**src/rtl/alu_uart_sequencer_pkg.sv**
```systemverilog
// Shared definitions for the ALU byte sequencer: ALU opcodes and result framing widths.
package alu_uart_sequencer_pkg;

    localparam logic [5:0] OP_ADD = 6'h20;
    localparam logic [5:0] OP_SUB = 6'h22;
    localparam logic [5:0] OP_AND = 6'h24;
    localparam logic [5:0] OP_OR  = 6'h25;
    localparam logic [5:0] OP_XOR = 6'h26;
    localparam logic [5:0] OP_NOR = 6'h27;
    localparam logic [5:0] OP_SRA = 6'h03;
    localparam logic [5:0] OP_SRL = 6'h02;

    localparam int unsigned BYTE_W = 8;
    localparam int unsigned RES_W  = 2 * BYTE_W;

endpackage

```
**src/rtl/byte_timeout_counter.sv**
```systemverilog
// Counts idle cycles between bytes of a frame; expired stays high once the limit is reached.
module byte_timeout_counter #(
    parameter int unsigned TIMEOUT_CYCLES = 1000000
) (
    input  logic clock,
    input  logic reset,
    input  logic clear,
    input  logic run,
    output logic expired
);

    localparam int unsigned CNT_W = (TIMEOUT_CYCLES > 1) ? $clog2(TIMEOUT_CYCLES + 1) : 1;
    localparam logic [CNT_W-1:0] LIMIT = CNT_W'(TIMEOUT_CYCLES);

    logic [CNT_W-1:0] count;

    // A zero limit disables the timeout entirely.
    always_comb begin
        expired = (TIMEOUT_CYCLES != 0) && (count == LIMIT);
    end

    always_ff @(posedge clock) begin
        if (reset || clear) begin
            count <= '0;
        end else if (run && !expired && (TIMEOUT_CYCLES != 0)) begin
            count <= count + 1'b1;
        end
    end

endmodule

```
**src/rtl/alu_uart_sequencer.sv**
```systemverilog
// Collects A, B, OP bytes from the UART receiver, loads them into the ALU and
// returns the zero-extended result as a low byte followed by a high byte.
module alu_uart_sequencer
    import alu_uart_sequencer_pkg::*;
#(
    parameter int unsigned DATA_BUS       = 8,
    parameter int unsigned OP_BUS         = 6,
    parameter int unsigned ALU_WAIT       = 2,
    parameter int unsigned TIMEOUT_CYCLES = 1000000
) (
    input  logic                clock,
    input  logic                reset,
    input  logic [7:0]          rx_data,
    input  logic                rx_done,
    input  logic                tx_busy,
    input  logic                tx_done,
    output logic                tx_start,
    output logic [7:0]          tx_data,
    output logic [DATA_BUS-1:0] op_a_bus,
    output logic [DATA_BUS-1:0] op_b_bus,
    output logic [OP_BUS-1:0]   op_code_bus,
    output logic [2:0]          enables,
    input  logic [DATA_BUS:0]   result_bus,
    output logic                busy
);

    typedef enum logic [3:0] {
        WAIT_A,
        WAIT_B,
        WAIT_OP,
        LOAD,
        WAIT_ALU,
        SEND_LO,
        TX_LO,
        SEND_HI,
        TX_HI
    } state_t;

    localparam int unsigned WAIT_W = $clog2(ALU_WAIT);

    state_t              state, state_d;
    logic [WAIT_W-1:0]   wait_cnt, wait_cnt_d;
    logic                wait_done;
    logic [RES_W-1:0]    res, res_d;
    logic                tx_start_d;
    logic [7:0]          tx_data_d;
    logic [DATA_BUS-1:0] op_a_d, op_b_d;
    logic [OP_BUS-1:0]   op_code_d;
    logic [2:0]          enables_d;
    logic                busy_d;
    logic                in_frame;
    logic                timed_out;

    // The ALU samples the operands on the edge closing LOAD; result is taken ALU_WAIT edges later.
    assign wait_done = (wait_cnt == WAIT_W'(ALU_WAIT - 1));
    assign in_frame  = (state == WAIT_B) || (state == WAIT_OP);

    byte_timeout_counter #(
        .TIMEOUT_CYCLES (TIMEOUT_CYCLES)
    ) u_timeout (
        .clock   (clock),
        .reset   (reset),
        .clear   (rx_done || !in_frame),
        .run     (in_frame),
        .expired (timed_out)
    );

    always_ff @(posedge clock) begin
        if (reset) begin
            state       <= WAIT_A;
            wait_cnt    <= '0;
            res         <= '0;
            tx_start    <= 1'b0;
            tx_data     <= '0;
            op_a_bus    <= '0;
            op_b_bus    <= '0;
            op_code_bus <= '0;
            enables     <= '0;
            busy        <= 1'b0;
        end else begin
            state       <= state_d;
            wait_cnt    <= wait_cnt_d;
            res         <= res_d;
            tx_start    <= tx_start_d;
            tx_data     <= tx_data_d;
            op_a_bus    <= op_a_d;
            op_b_bus    <= op_b_d;
            op_code_bus <= op_code_d;
            enables     <= enables_d;
            busy        <= busy_d;
        end
    end

    // A byte arriving in the same cycle as the timeout wins over the timeout.
    always_comb begin
        state_d = state;
        case (state)
            WAIT_A:   if (rx_done) state_d = WAIT_B;
            WAIT_B:   if (rx_done) state_d = WAIT_OP; else if (timed_out) state_d = WAIT_A;
            WAIT_OP:  if (rx_done) state_d = LOAD;    else if (timed_out) state_d = WAIT_A;
            LOAD:     state_d = WAIT_ALU;
            WAIT_ALU: if (wait_done) state_d = SEND_LO;
            SEND_LO:  if (!tx_busy) state_d = TX_LO;
            TX_LO:    if (tx_done) state_d = SEND_HI;
            SEND_HI:  if (!tx_busy) state_d = TX_HI;
            TX_HI:    if (tx_done) state_d = WAIT_A;
            default:  state_d = WAIT_A;
        endcase
    end

    // Next values of the registered outputs, derived from the current and next state.
    always_comb begin
        op_a_d     = op_a_bus;
        op_b_d     = op_b_bus;
        op_code_d  = op_code_bus;
        res_d      = res;
        tx_data_d  = tx_data;
        wait_cnt_d = '0;
        case (state)
            WAIT_A:   if (rx_done) op_a_d = rx_data[DATA_BUS-1:0];
            WAIT_B:   if (rx_done) op_b_d = rx_data[DATA_BUS-1:0];
            WAIT_OP:  if (rx_done) op_code_d = rx_data[OP_BUS-1:0];
            WAIT_ALU: begin
                if (wait_done) begin
                    res_d               = '0;
                    res_d[DATA_BUS:0]   = result_bus;
                end else begin
                    wait_cnt_d = wait_cnt + 1'b1;
                end
            end
            SEND_LO:  if (!tx_busy) tx_data_d = res[BYTE_W-1:0];
            SEND_HI:  if (!tx_busy) tx_data_d = res[RES_W-1:BYTE_W];
            default:  ;
        endcase
        tx_start_d = ((state == SEND_LO) || (state == SEND_HI)) && !tx_busy;
        enables_d  = (state_d == LOAD) ? '1 : '0;
        busy_d     = (state_d != WAIT_A);
    end

endmodule

```
**config.mk**
```make
export PLATFORM = sky130hd
export DESIGN_NAME = alu_uart_sequencer
export DESIGN_NICKNAME = d
export VERILOG_FILES = /design/src/rtl/alu_uart_sequencer_pkg.sv /design/src/rtl/byte_timeout_counter.sv /design/src/rtl/alu_uart_sequencer.sv
export SDC_FILE = /design/constraint.sdc
export NUM_CORES = 1
export LEC_CHECK = 0
export ABC_AREA = 1
export CORE_MARGIN = 2
export CORE_UTILIZATION = 52
export CTS_CLUSTER_DIAMETER = 80
export DETAILED_ROUTE_END_ITERATION = 6
export GPL_TIMING_DRIVEN = 1
export PLACE_DENSITY_LB_ADDON = 0.2
export REMOVE_ABC_BUFFERS = 1
export SLEW_MARGIN = 20
export SYNTH_ARGS = -nofsm -noshare
export SYNTH_HDL_FRONTEND = slang
export SYNTH_SLANG_ARGS = --single-unit
export TNS_END_PERCENT = 10
```
**constraint.sdc**
```tcl
create_clock -name clock -period 1.57 [get_ports clock]
set_input_delay 0.314 -clock clock [delete_from_list [all_inputs] [get_ports clock]]
set_output_delay 0.314 -clock clock [all_outputs]
set_load 0.02 [all_outputs]
```
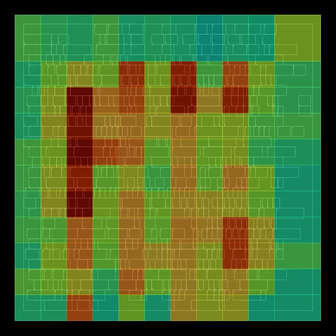
(images/congestion.png)
final cell utilization of the core: 69.0%
Overall Global Routing Usage: 22.8%
GR met1 Demand/Resource: 28.5%

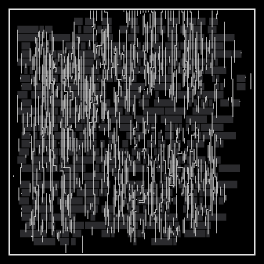
(images/layer_met2.png)
Scale: 3 px per µm. Cells faint in the background.
The wires run mostly vertical. 437 nets have wire on it. The layer carries 3570 µm of wire.
routed wire length: 7220 µm
number of vias after detailed routing: 3030
met2 track utilization from global routing: 37.6%

==> run notes <==
The run finished with clean final reports. The run reported a max-capacitance violation count of 0. According to the floorplan log, the row count is 28.

The registers reported with the highest flop counts are u_timeout.count: 20 flops, res: 9 flops. OpenSTA, run right after detailed placement, puts the worst setup slack at -201 ps. The number of sequential storage elements is 67.

Max-slew check failures listed in the final report amount to 0. The number of placed instances with taps included came out at 577. Synthesis area per yosys: 0.00311 mm². The cell type group with the largest total delay on the critical path is simple AND/OR/NAND/NOR gates. The final number of setup-violating endpoints came out at 0. The dominant non-sequential cell family after synthesis is simple AND/OR/NAND/NOR gates. The worst setup path is captured at a flop. The run gives 350 ps for the delay contributed by the slowest stage of the critical path. In the final layout, flip-flops and latches occupy 0.00134 mm². The run gives 3 for the depth of the CTS H-tree. Sequential cells were found to cover 43.2% of the synthesized design area. In this run, the number of DRC markers left after iteration 0 of detailed routing was 159. The run gives 4 for the detailed-router iteration count before antenna repair. Entering global routing, the biggest net connects 21 pins.

The proportion of cell area occupied by registers is 33.3%, and the count of endpoints failing hold in the final timing report is 0. The end of the critical path was res[5]. The net count reported at finish was 541. The arrival time of data at the worst endpoint is listed as 1710 ps. The slack of the worst reg-to-reg path is 90 ps. The worst flop-to-flop path startpoint was state[2]. The CTS report gives the tree buffer count as 9. The worst path buffer plus inverter count was 3; the tally of clock buffers in the finished layout was 10. The post-detailed-placement half-perimeter wirelength is 5290 µm, and the relative contribution of sequential cells to total power is 49.0%. Per the OpenROAD floorplan log, the area of the die is 0.00661 mm². Before placement the cells fill 53.1% of the core. Number of diodes added for antenna fixing: 0.

The insertion delay at the late pin of the worst-skew pair is 340 ps, and the number of flip-flops in the largest register is 20. The routed design could run at a clock period as short as 1480 ps. The setup clock skew after layout is 7.25 ps, and the post-synthesis mux area share is 0%.

With the simple-gate area share of the yosys netlist at 30.4%, the number of setup buffers added after CTS is 0. The total congestion overflow after global routing was 0. The launch point of the worst hold path was wait_cnt. For the maximum VDD drop, the log shows 736 µV.

The layout report gives the multi-input gate share of total cell area as 37.6%. Averaged over all synthesized cells, the footprint is 7.01 µm². The floorplan step set the die width to 81.3 µm.

The Yosys warning count came out at 0. The number of top-level pins came out at 57. The number of sinks handled by clock tree synthesis came out at 67. The logs give 10.8% for the part of the power in combinational logic and 389 µW for the power in combinational cells. The clock network power reported by the tool is 1.45 mW. The clock network area share came out at 4.99%. The endpoint identified for the worst register-to-register timing path is res[5]. The register with the highest flop count was u_timeout.count. The worst-path cell with the longest stage delay was sky130_fd_sc_hd__dfxtp_1.

The critical path required time came out at 1810 ps.
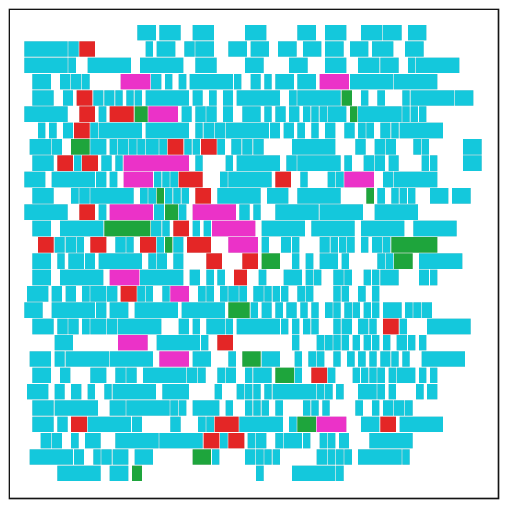
(images/sizes.png)
Scale: 6 px per µm.
Key: red = _3 and _4 cells [cells 30]; cyan = _0 and _1 cells [cells 459]; green = _2 cells [cells 18]; magenta = _6 and larger [cells 15]
area overhead of the layout relative to synthesis: 30.0%
Non-clock buffers: 80
crit path setup slack, layout: 94.3 ps
area of all placed cells without fillers: 0.00404 mm²

metal layers:
layer / wire [µm] / share of wire, % / up-vias / GRT usage, %
li1: - / - / 1561 / -
met1: 3220 / 45 / 1396 / 28.5
met2: 3570 / 50 / 64 / 37.6
met3: 324 / 4.5 / 9 / 4.22
met4: 102 / 1.4 / 0 / 11.4
met5: 0 / 0 / - / 0
cell usage after synthesis, drive strengths merged:
cell type	instances
nand2	114
nor2	77
dfxtp	67
inv	41
a21oi	40
nand3	31
o21ai	30
buf	12
o31ai	7
xor2	7
clkbuf	5
xnor2	5
nor3	3
ha	2
nand3b	1
nand4	1
cells in the final DEF, fill, tap and decap left out, types with 2 or more instances in the layout:
cell type                         instances
sky130_fd_sc_hd__nand3_1                 30
sky130_fd_sc_hd__buf_4                   21
sky130_fd_sc_hd__inv_2                    4
sky130_fd_sc_hd__o21ai_1                  3
sky130_fd_sc_hd__clkdlybuf4s50_1         21
sky130_fd_sc_hd__nand2_1                112
sky130_fd_sc_hd__clkinv_2                 2
sky130_fd_sc_hd__nor2_4                   3
sky130_fd_sc_hd__clkinvlp_4               3
sky130_fd_sc_hd__xnor2_1                  5
sky130_fd_sc_hd__ha_1                     2
sky130_fd_sc_hd__xor2_1                   7
sky130_fd_sc_hd__buf_12                   2
sky130_fd_sc_hd__clkbuf_8                10
sky130_fd_sc_hd__dlygate4sd2_1           35
sky130_fd_sc_hd__dfxtp_2                  2
sky130_fd_sc_hd__a21oi_1                 34
sky130_fd_sc_hd__o21ai_0                 26
sky130_fd_sc_hd__o31ai_1                  7
sky130_fd_sc_hd__inv_1                   35
sky130_fd_sc_hd__nor2_1                  72
sky130_fd_sc_hd__nor3_1                   3
sky130_fd_sc_hd__dfxtp_1                 65
sky130_fd_sc_hd__a21oi_2                  6
Power and IR drop assume default switching activity.
